Fig. 1: placed cells, one color a class
Fill, decap, tap and diode cells in gray.
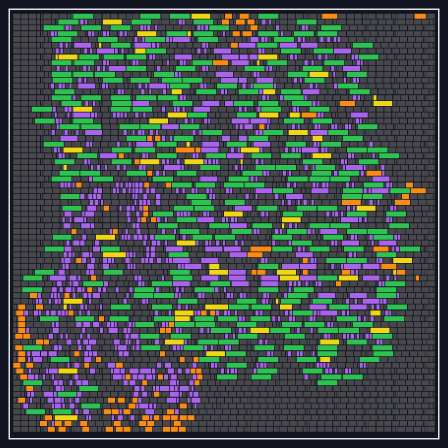
Fig. 2: placed standard cells
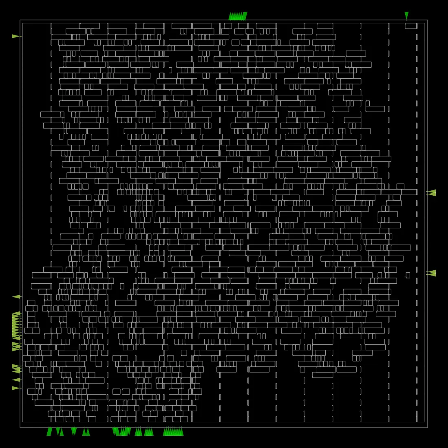
Fig. 3: metal 2
Cells faint in the background.
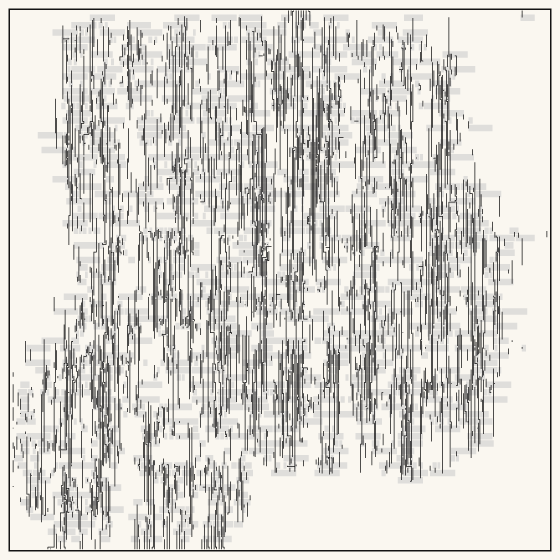
<file path="src/rtl/ppu_sprite_eval_n.sv">
`timescale 1ns/1ps
// ppu_sprite_eval_n
// Per-scanline sprite evaluation for a NES-style PPU. The block scans primary OAM
// and copies up to MAX_SLOTS in-range sprites into secondary OAM. After the slots
// are full it runs the overflow search, which can reproduce the hardware's
// diagonal-scan bug. Work advances only on "ticks": even dots of visible lines
// while sprite rendering is enabled.
//
// Ports
//   clk, rst_n           clock, asynchronous active-low reset
//   x_i, y_i             current dot / scanline
//   spr_enable_i         sprite rendering enabled (0 freezes evaluation)
//   tall_i               1 = 8x16 sprites, 0 = 8x8
//   oam_addr_o           primary OAM read address {n,m}
//   oam_data_i           primary OAM read data (same cycle as oam_addr_o)
//   new_oam_addr_i/_w_i  CPU OAMADDR value and write strobe
//   sec_oam_addr_i       secondary OAM read address
//   sec_oam_data_o       secondary OAM read data (combinational)
//   found_count_o        sprites copied this line
//   overflow_o           sprite overflow flag
//   slot_0_is_spr_0_o    OAM sprite 0 landed in slot 0
//   eval_done_o          evaluation finished for this line
module ppu_sprite_eval_n #(
    parameter int MAX_SLOTS       = 8,
    parameter int NUM_SPRITES     = 64,
    parameter int EMULATE_OVF_BUG = 1
) (
    input  logic                             clk,
    input  logic                             rst_n,
    input  logic [8:0]                       x_i,
    input  logic [8:0]                       y_i,
    input  logic                             spr_enable_i,
    input  logic                             tall_i,
    output logic [7:0]                       oam_addr_o,
    input  logic [7:0]                       oam_data_i,
    input  logic [7:0]                       new_oam_addr_i,
    input  logic                             new_oam_addr_w_i,
    input  logic [$clog2(4*MAX_SLOTS)-1:0]   sec_oam_addr_i,
    output logic [7:0]                       sec_oam_data_o,
    output logic [$clog2(MAX_SLOTS+1)-1:0]   found_count_o,
    output logic                             overflow_o,
    output logic                             slot_0_is_spr_0_o,
    output logic                             eval_done_o
);

    localparam int SEC_BYTES = 4 * MAX_SLOTS;
    localparam int SEC_AW    = $clog2(SEC_BYTES);
    // The pointer must be able to reach SEC_BYTES, one past the last byte.
    localparam int PTR_W     = $clog2(SEC_BYTES + 1);
    localparam int CNT_W     = $clog2(MAX_SLOTS + 1);
    localparam int N_W       = $clog2(NUM_SPRITES);

    typedef enum logic [2:0] {
        INIT      = 3'd0,
        COPY_Y    = 3'd1,
        COPY_DATA = 3'd2,
        OVF_CHECK = 3'd3,
        DONE      = 3'd4
    } state_t;

    state_t             state_q, state_d;
    logic [N_W-1:0]     n_q, n_d;
    logic [1:0]         m_q, m_d;
    logic [PTR_W-1:0]   ptr_q, ptr_d;
    logic [CNT_W-1:0]   cnt_q, cnt_d;
    logic               ovf_q, ovf_d;
    logic               s0_q, s0_d;
    logic               cleared_q, cleared_d;
    logic               sec_we;
    logic               sec_fill;
    logic [7:0]         sec_oam [SEC_BYTES];

    logic               tick;
    logic               advance;
    logic [8:0]         diff;
    logic               hit;
    logic               n_last;
    logic [CNT_W-1:0]   cnt_inc;
    logic               cnt_full;
    logic               ptr_in_range;
    logic [5:0]         n_ext;

    assign tick    = spr_enable_i & ~x_i[0] & (y_i < 9'd240);
    // An OAMADDR write wins over a tick in the same cycle and swallows it.
    assign advance = tick & ~new_oam_addr_w_i;

    // Range test done in 9 bits so that Y+height never wraps past 255.
    assign diff = {1'b0, y_i[7:0]} - {1'b0, oam_data_i};
    assign hit  = ~diff[8] && (diff < (tall_i ? 9'd16 : 9'd8));

    assign n_last       = (n_q == N_W'(NUM_SPRITES - 1));
    assign cnt_inc      = cnt_q + CNT_W'(1);
    assign cnt_full     = (cnt_inc == CNT_W'(MAX_SLOTS));
    assign ptr_in_range = (ptr_q < PTR_W'(SEC_BYTES));

    // Next-state and datapath updates; applied by the registers only on ticks.
    always_comb begin
        state_d   = state_q;
        n_d       = n_q;
        m_d       = m_q;
        ptr_d     = ptr_q;
        cnt_d     = cnt_q;
        ovf_d     = ovf_q;
        s0_d      = s0_q;
        cleared_d = cleared_q;
        sec_we    = 1'b0;
        sec_fill  = 1'b0;

        case (state_q)
            INIT: begin
                // Only the first INIT tick wipes the line state, so an OAMADDR
                // write later in INIT still chooses the starting sprite.
                if (!cleared_q) begin
                    sec_fill  = 1'b1;
                    n_d       = '0;
                    m_d       = '0;
                    ptr_d     = '0;
                    cnt_d     = '0;
                    ovf_d     = 1'b0;
                    s0_d      = 1'b0;
                    cleared_d = 1'b1;
                end
                if (x_i >= 9'd64) begin
                    state_d = COPY_Y;
                end
            end

            COPY_Y: begin
                // The Y byte is written even on a miss; the next miss or the
                // real copy overwrites it.
                sec_we = ptr_in_range;
                if (hit) begin
                    ptr_d   = ptr_q + PTR_W'(1);
                    m_d     = m_q + 2'd1;
                    state_d = COPY_DATA;
                end else begin
                    n_d = n_q + N_W'(1);
                    if (n_last) begin
                        state_d = DONE;
                    end
                end
            end

            COPY_DATA: begin
                sec_we = ptr_in_range;
                ptr_d  = ptr_q + PTR_W'(1);
                m_d    = m_q + 2'd1;
                if (n_q == '0) begin
                    s0_d = 1'b1;
                end
                if (m_q == 2'd3) begin
                    n_d   = n_q + N_W'(1);
                    cnt_d = cnt_inc;
                    if (n_last) begin
                        state_d = DONE;
                    end else if (cnt_full) begin
                        state_d = OVF_CHECK;
                    end else begin
                        state_d = COPY_Y;
                    end
                end
            end

            OVF_CHECK: begin
                if (hit) begin
                    ovf_d   = 1'b1;
                    state_d = DONE;
                end else begin
                    n_d = n_q + N_W'(1);
                    // The hardware bug also steps the byte index, so later
                    // sprites are tested on their tile/attr/X bytes.
                    m_d = (EMULATE_OVF_BUG != 0) ? (m_q + 2'd1) : 2'd0;
                    if (n_last) begin
                        state_d = DONE;
                    end
                end
            end

            DONE: begin
                ptr_d = '0;
                if (x_i == 9'd0) begin
                    state_d   = INIT;
                    cleared_d = 1'b0;
                end
            end

            default: begin
                state_d = DONE;
            end
        endcase
    end

    always_ff @(posedge clk or negedge rst_n) begin
        if (!rst_n) begin
            state_q <= DONE;
        end else if (advance) begin
            state_q <= state_d;
        end
    end

    always_ff @(posedge clk or negedge rst_n) begin
        if (!rst_n) begin
            n_q       <= '0;
            m_q       <= '0;
            ptr_q     <= '0;
            cnt_q     <= '0;
            ovf_q     <= 1'b0;
            s0_q      <= 1'b0;
            cleared_q <= 1'b1;
        end else if (new_oam_addr_w_i) begin
            n_q <= new_oam_addr_i[N_W+1:2];
            m_q <= new_oam_addr_i[1:0];
        end else if (advance) begin
            n_q       <= n_d;
            m_q       <= m_d;
            ptr_q     <= ptr_d;
            cnt_q     <= cnt_d;
            ovf_q     <= ovf_d;
            s0_q      <= s0_d;
            cleared_q <= cleared_d;
        end
    end

    always_ff @(posedge clk or negedge rst_n) begin
        if (!rst_n) begin
            for (int i = 0; i < SEC_BYTES; i++) begin
                sec_oam[i] <= 8'hFF;
            end
        end else if (advance) begin
            if (sec_fill) begin
                for (int i = 0; i < SEC_BYTES; i++) begin
                    sec_oam[i] <= 8'hFF;
                end
            end else if (sec_we) begin
                sec_oam[ptr_q[SEC_AW-1:0]] <= oam_data_i;
            end
        end
    end

    assign n_ext      = 6'(n_q);
    assign oam_addr_o = {n_ext, m_q};

    // Addresses past the populated bytes read back as empty (0xFF).
    assign sec_oam_data_o = ({1'b0, sec_oam_addr_i} < (SEC_AW+1)'(SEC_BYTES)) ?
                            sec_oam[sec_oam_addr_i] : 8'hFF;

    assign found_count_o     = cnt_q;
    assign overflow_o        = ovf_q;
    assign slot_0_is_spr_0_o = s0_q;
    assign eval_done_o       = (state_q == DONE);

endmodule

</file>
<file path="config.mk">
export PLATFORM = sky130hd
export DESIGN_NAME = ppu_sprite_eval_n
export DESIGN_NICKNAME = d
export VERILOG_FILES = /design/src/rtl/ppu_sprite_eval_n.sv
export SDC_FILE = /design/constraint.sdc
export NUM_CORES = 1
export LEC_CHECK = 0
export CAP_MARGIN = 40
export CORE_UTILIZATION = 35
export DETAILED_ROUTE_END_ITERATION = 10
export GPL_ROUTABILITY_DRIVEN = 0
export PLACE_DENSITY_LB_ADDON = 0.15
export SYNTH_ARGS = -nofsm -noshare
export SYNTH_HDL_FRONTEND = slang
export SYNTH_SLANG_ARGS = --single-unit
export TNS_END_PERCENT = 50
</file>
<file path="constraint.sdc">
create_clock -name clk -period 3.9 [get_ports clk]
set_clock_uncertainty 0.05 [all_clocks]
set_input_delay 0.78 -clock clk [delete_from_list [all_inputs] [get_ports clk]]
set_output_delay 0.78 -clock clk [all_outputs]
set_load 0.01 [all_outputs]
</file>
==> GITHUB_STEP_SUMMARY <==
### Yosys + OpenROAD results

| Metric | Value |
|---|---|
| Yosys chip area | 0.0137 mm² |
| Register share after synthesis | 0.534 |
| Global-route usage over all layers | 0.189 |
| Largest area contributor in the netlist | dfstp_2 |
| Fin crit share | 0.988 |
| Seq pwr | 4.99 mW |
| Final Hold Vio Count | 0 |
| Worst-Skew Late Latency | 0.53 ns |
| CLK BUF | 48 |
| Die Wd | 200 µm |
| Final worst slack | 0.0449 ns |
| Vias per cell | 5.17 |
| Clk pin slew, worst setup/hold paths | 0.06 ns |
| Synth top cell by count | nand2_1 |
| Ys cells | 1296 |
| Post-CTS Setup Inserts | 0 |
| Largest class | flip-flops and latches |
| Syn avg cell area | 10.6 µm² |
| Fin nets | 1414 |
| Combinational power | 2.55 mW |
| Largest Register | sec_oam |
| Starting Density | 0.355 |
| Plain + repair buffers | 130 |
| Xor/xnor share | 0.00191 |
| Type of the worst setup path | input pin to output pin |
| Clock network area share | 0.0708 |
| Crit. Startpoint | sec_oam_addr_i[0] |
| CP required | 3.07 ns |
| Status | finished, final reports clean |
| # placed instances | 1832 |
| Root Driver | clkbuf_16 |
| CP Capture Type | output pin |
| RSZ-0062 raised after global routing | false |
| Area grow syn2layout | 20.0% |
| Routed length on met3 | 1060 µm |
| Final ANT Viol Nets | 0 |
| Register area | 0.00733 mm² |
| Final Critical Period | 3.86 ns |
| Actual slew at the worst max-slew pin | 0.887 ns |
| Critical Path AT | 3.03 ns |
| Worst slew margin | 0.409 |
| OpenROAD warning count | 34 |
| TNS Setup | 0 ns |
| TritonRoute pass-1 iters | 5 |
| Mapped Area | 0.0137 mm² |
| Share of post-route cells with drive strength above 1 | 0.354 |
| Pre-CTS WS | -0.108 ns |
| Main flop type | dfstp_2 |
| DRT met1 WL | 17300 µm |
| WP buf/inv | 3 |
| TritonCTS Buffers | 35 |
| Highest Clock Rate | 0.259 GHz |
| Max stage delay on crit path | 0.55 ns |
| Hold WC Path Type | input pin to async pin |
| Top cells excl fill/tap | nand2_1, o21ai_0, dfstp_2 |
| Switching Fraction | 0.298 |
| Crit-path leading delay family | multiplexers |
| Largest net degree at the start of global routing | 110 |
| Comb/total area | 0.360 |
| Met2 WL | 17300 µm |
| Post-synth area hogs | dfstp_2, mux4_2, o21ai_0 |
| Ant diodes | 0 |
| Complex Gates by Area | 0.141 |
Back to the opening pictures, Fig. 1:
Key: yellow = clock drivers and dummy loads [cells 60, share of their area 7.4%]; purple = all other logic [cells 906, share of their area 38%]; orange = other buffers and delay cells [cells 130, share of their area 8.4%]; green = flip-flops [cells 280, share of their area 46%]
Core Region: 0.0386 mm²
Layout Utilization: 0.427
flop share of the area: 0.445

Back to the opening pictures, Fig. 2:
Layout fillers: 3656
fin cells: 1894
FP Rows: 72
Seq cells: 280

Back to the opening pictures, Fig. 3:
The layer holds 47% of the routed length. The longest straight run is 84.3 µm. The wires run mostly vertical. The layer carries 17300 µm of wire. 1092 nets have wire on it.
final WL: 36400 µm
GR Layer Usage met2: 0.305
DR vias: 9800

Power figures rest on the tool's default switching activity, not on a simulated workload.
